File: config.mk
export PLATFORM = sky130hd
export DESIGN_NAME = seg_scan
export DESIGN_NICKNAME = d
export VERILOG_FILES = /design/src/rtl/seg_scan.sv
export SDC_FILE = /design/constraint.sdc
export NUM_CORES = 1
export LEC_CHECK = 0
export CELL_PAD_IN_SITES_DETAIL_PLACEMENT = 1
export CELL_PAD_IN_SITES_GLOBAL_PLACEMENT = 1
export CORE_ASPECT_RATIO = 1.4
export CORE_MARGIN = 2
export CORE_UTILIZATION = 42
export DETAILED_ROUTE_END_ITERATION = 6
export GPL_ROUTABILITY_DRIVEN = 1
export PLACE_DENSITY = 0.77
export SETUP_SLACK_MARGIN = 0.3
export SYNTH_ARGS = -nofsm -noshare
export SYNTH_HDL_FRONTEND = slang
export SYNTH_SLANG_ARGS = --single-unit
File: constraint.sdc
create_clock -name clk -period 4.59 [get_ports clk]
set_input_delay 1.377 -clock clk [delete_from_list [all_inputs] [get_ports clk]]
set_output_delay 1.377 -clock clk [all_outputs]
set_load 0.02 [all_outputs]
File: src/rtl/seg_scan.sv
`default_nettype none
// ============================================================================
//  Module   : seg_scan
//  Purpose  : Four-digit time-multiplexed 7-segment driver for a common-anode
//             display: digit scan with dead-time blanking, leading-zero
//             suppression and a once-per-frame input latch.
//  Revision : 1.0  initial release
// ============================================================================
module seg_scan #(
    parameter int DIV         = 50000,
    parameter int BLANK       = 16,
    parameter int LZ_SUPPRESS = 1
) (
    input  logic        clk,
    input  logic        rst,
    input  logic        en,
    input  logic [15:0] val,
    input  logic [3:0]  dp_in,
    output logic [3:0]  an,
    output logic [6:0]  seg,
    output logic        dp,
    output logic        frame_tick
);

    localparam int            C_PW     = (DIV > 1) ? $clog2(DIV) : 1;
    localparam logic [C_PW-1:0] C_P_LAST = C_PW'(DIV - 1);

    // A slot must hold at least one lit cycle after the blank, and the
    // prescaler needs at least two states.
    if (DIV < 2 || DIV < BLANK + 1) begin : g_bad_cfg
        $error("seg_scan: DIV must be >= 2 and >= BLANK+1");
    end

    logic [C_PW-1:0] r_p;
    logic [1:0]      r_d;
    logic [15:0]     r_sval;
    logic [3:0]      r_sdp;

    logic            w_frame_start;
    logic            w_last;
    logic            w_past_blank;
    logic [15:0]     w_cur_val;
    logic [3:0]      w_cur_dp;
    logic [3:0]      w_nib;
    logic            w_suppr;
    logic            w_vis;
    logic [6:0]      w_dec;

    assign w_frame_start = (r_p == '0) && (r_d == 2'd0);
    assign w_last        = (r_p == C_P_LAST);

    // With BLANK=0 the slot is lit from p=0, so the value being latched on
    // this very edge must already be the one displayed.
    assign w_cur_val = w_frame_start ? val   : r_sval;
    assign w_cur_dp  = w_frame_start ? dp_in : r_sdp;
    assign w_nib     = w_cur_val[{r_d, 2'b00} +: 4];

    if (BLANK == 0) begin : g_no_blank
        assign w_past_blank = 1'b1;
    end else begin : g_blank
        localparam logic [C_PW-1:0] C_BLANK = C_PW'(BLANK);
        assign w_past_blank = (r_p >= C_BLANK);
    end

    // Leading-zero suppression: digit d is dark when it and every digit to
    // its left are zero; the rightmost digit always shows.
    always_comb begin
        w_suppr = 1'b0;
        if (LZ_SUPPRESS != 0) begin
            case (r_d)
                2'd1:    w_suppr = (w_cur_val[15:4]  == 12'h000);
                2'd2:    w_suppr = (w_cur_val[15:8]  == 8'h00);
                2'd3:    w_suppr = (w_cur_val[15:12] == 4'h0);
                default: w_suppr = 1'b0;
            endcase
        end
    end

    assign w_vis = en && w_past_blank && !w_suppr;

    // Hex to active-low {g,f,e,d,c,b,a}.
    always_comb begin
        w_dec = 7'b1111111;
        case (w_nib)
            4'h0: w_dec = 7'b1000000;
            4'h1: w_dec = 7'b1111001;
            4'h2: w_dec = 7'b0100100;
            4'h3: w_dec = 7'b0110000;
            4'h4: w_dec = 7'b0011001;
            4'h5: w_dec = 7'b0010010;
            4'h6: w_dec = 7'b0000010;
            4'h7: w_dec = 7'b1111000;
            4'h8: w_dec = 7'b0000000;
            4'h9: w_dec = 7'b0010000;
            4'hA: w_dec = 7'b0001000;
            4'hB: w_dec = 7'b0000011;
            4'hC: w_dec = 7'b1000110;
            4'hD: w_dec = 7'b0100001;
            4'hE: w_dec = 7'b0000110;
            4'hF: w_dec = 7'b0001110;
            default: w_dec = 7'b1111111;
        endcase
    end

    // Prescaler and digit index; held at the frame origin while disabled.
    always_ff @(posedge clk) begin
        if (rst || !en) begin
            r_p <= '0;
            r_d <= 2'd0;
        end else if (w_last) begin
            r_p <= '0;
            r_d <= r_d + 2'd1;
        end else begin
            r_p <= r_p + C_PW'(1);
        end
    end

    // Shadow copy of the display data, refreshed only at the frame origin.
    always_ff @(posedge clk) begin
        if (rst) begin
            r_sval <= 16'h0000;
            r_sdp  <= 4'h0;
        end else if (w_frame_start) begin
            r_sval <= val;
            r_sdp  <= dp_in;
        end
    end

    // Registered drive outputs; anything not visible is fully dark.
    always_ff @(posedge clk) begin
        if (rst) begin
            an         <= 4'b1111;
            seg        <= 7'b1111111;
            dp         <= 1'b1;
            frame_tick <= 1'b0;
        end else begin
            frame_tick <= en && w_last && (r_d == 2'd3);
            if (w_vis) begin
                an  <= ~(4'b0001 << r_d);
                seg <= w_dec;
                dp  <= ~w_cur_dp[r_d];
            end else begin
                an  <= 4'b1111;
                seg <= 7'b1111111;
                dp  <= 1'b1;
            end
        end
    end

endmodule
`default_nettype wire

### Sequential cells coloured by netlist name

Other sequential cells in the stronger grey, the rest of the logic in the fainter grey.
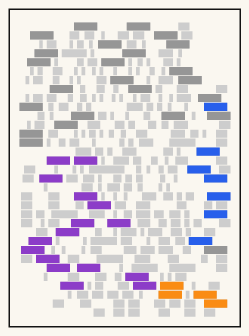
blue -> `seg`  # placed flops 7, where middle right
purple -> `r_sval`  # placed flops 16
orange -> `r_sdp`  # placed flops 4, where lower right
not coloured = 24
final core occ: 52.4%
Seq area share: 33.2%
seq pwr: 0.000464 W

### Cell density map

7 x 10 tiles, from white (low) to dark blue (high), 0 to 100% covered.
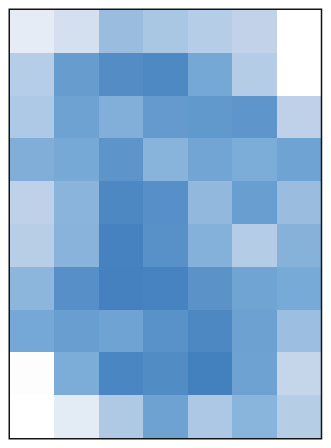
mean over tiles = 45%
emptiest ninth of the die = upper right
nearly empty tiles = 5.7%
core footprint: 0.00586 sq mm
FP Util: 43.4%

==> job_summary.md <==
## PnR job results

| Metric | Value |
|---|---|
| Non-CTS buffers | `38` |
| Yosys xor share | `~5.8%` |
| Comb pwr share | `roughly 14%` |
| Ys flop type | `dfxtp_1` |
| Fmax | `279 MHz` |
| Cts bufs inserted | `5` |
| Chip area | `0.00671 sq mm` |
| Most frequent cell after synthesis | `dfxtp_1` |
| R2R setup slack | `about 1 ns` |
| Total track usage | `roughly a fifth` |
| Fin Setup TNS | `0 ns` |
| Max-area cell share | `around 40%` |
| WL met3 | `between 100 and 150 microns` |
| Crit path capture | `seg[0]` |
| Max stage delay on crit path | `0.60 ns` |
| CTS tree | `done` |
| RePlAce Congestion | `roughly 0.91` |
| Final HPWL DP | `4.60 mm` |
| Layout clock area frac | `3.83%` |
| Antenna Cells | `0` |
| CP Buf/Inv Count | `2` |
| Leakage | `approximately 1.2 nW` |
| Post-route setup slack | `approximately 1.0 ns` |
| MI comb area | `0.00144 sq mm` |
| Met1 wire length | `2.58 mm` |
| Layout overhead on the synthesized area | `20.7%` |
| Status | `finished clean` |
| Group drawing the most power | `registers` |
| Critical Path AT | `~3.8 ns` |
| Post-synth mux share | `15.7%` |
| Hold Path End | `r_p[0]` |
| Clk_lat worst skew | `about 0.3 ns` |
| Worst Reg-to-Reg Cells | `11` |
| Signal buf overhead | `between 10% and 20%` |
| Die height | `96.1 microns` |
| Layout Cells excl Fill | `approximately 380` |
| IO buf count | `35` |
| Count of non-CTS inverters in the layout | `8` |
| Flops | `roughly 51` |
| Fraction of area in multi-input gates | `between 40 and 50%` |
| Die width | `between 60 and 70 microns` |
| Uppermost layer routed | `met4` |
| Yosys warns | `0` |
| Critical path type | `reg2reg` |
| Yosys Instances | `around 270` |
| P_int | `between 0.0006 and 0.0007 W` |
| Stages on the worst setup path | `11` |
| Most frequent logic cell in the layout | `dfxtp_1` |
| Worst-path clk slew | `roughly 0.090 ns` |
| Final Hold Viols | `0` |
| Crit Path Max Fanout | `24` |
| Met2 WL | `about 3.1 mm` |
| Combinational Power | `about 0.00013 W` |
| Yosys stat chip area | `0.00255 sq mm` |
| Tool warnings | `36` |
| CP dominant cell by count | `ha_1` |
| # clk buffers | `6` |
| Dpl ws | `around 1 ns` |
| Tmin final | `approximately 3.6 ns` |
| Switching part of the total power | `24.2%` |
| GRT Max-Usage Layer | `met2` |
| Fillers | `~700` |
| Critical-path top delay cell | `dfxtp_1` |
| Final nets | `~340` |
| Final Skew | `roughly 0.0051 ns` |
| Antenna violations before repair | `0` |
| Synth cell count leaders | `dfxtp_1, nor2_1, nand2_1` |
| Main logic family after synthesis | `simple AND/OR/NAND/NOR gates` |
| Peak VDD IR | `roughly 0.15 mV` |
| Hold Crit Start | `r_p[0]` |
| Sequential cell area fraction in the yosys report | `40.1%` |
| Slew Limit Fails | `0` |
| First-pass GRT wire length | `approximately 10 mm` |
| Multi-input gate count | `about 200` |
| Count of library flops with an enable pin | `0` |
| Clk pwr share | `35.3%` |
| Nets at Floorplan | `between 300 and 400` |
| Cell family with most CP delay | `simple AND/OR/NAND/NOR gates` |
| Fin area | `0.00307 sq mm` |
| Post-synth cell types | `~44` |
| Slew margin rel. | `between 60% and 70%` |
| Worst reg2reg endpoint | `seg[0]` |
| Mean Syn Cell Area | `9.47 sq um` |
| Ys async rst share | `0%` |
| H-tree depth | `2` |
| Post-synth top area cell | `dfxtp_1` |
| Critical Path RT | `4.79 ns` |
| Cycle use final | `78.2%` |
| Worst slew pin tran | `0.498 ns` |
| Max Cap Violations | `0` |
| Worst setup SP type | `flip-flop` |
| Top cell category | `multi-input combinational cells` |
| Cts hold-fix bufs | `0` |
| Largest net degree at the start of global routing | `25` |
| Met3 usage | `3.25%` |
| Iteration count of the initial detailed-routing pass | `4` |
| Resized Gates After CTS | `0` |
| Min-delay worst type | `reg2reg` |
| Final Power | `0.000915 W` |
| GRT overflow | `0` |
| Worst Setup SP | `r_d[0]` |
| Post-Syn Area | `~0.0025 sq mm` |
| Post-Synthesis Cells | `269` |
| DRC viols | `0` |
| Final Setup Violations | `0` |
| Core Rows | `33` |
| I/O pin cnt | `36` |
| Adders+Majority by Area | `roughly 6.4%` |
### Signal wires on met1

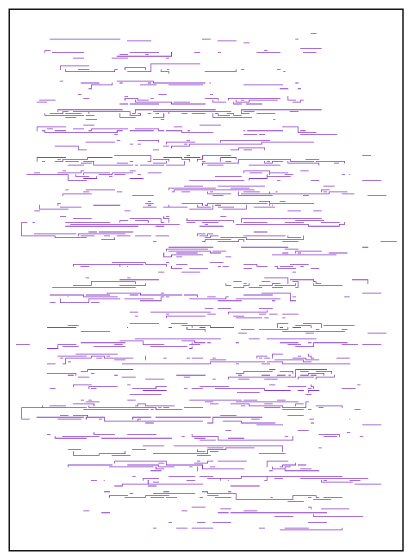
longest straight run = 19.3 microns
nets with wire on the layer = 303
main direction = horizontal
wire length on this layer = 2580 microns
vias: 2053
WL final: 6.02 mm
GRT met1 Usage: 22.2%

Power is estimated from default activity; no workload was simulated.
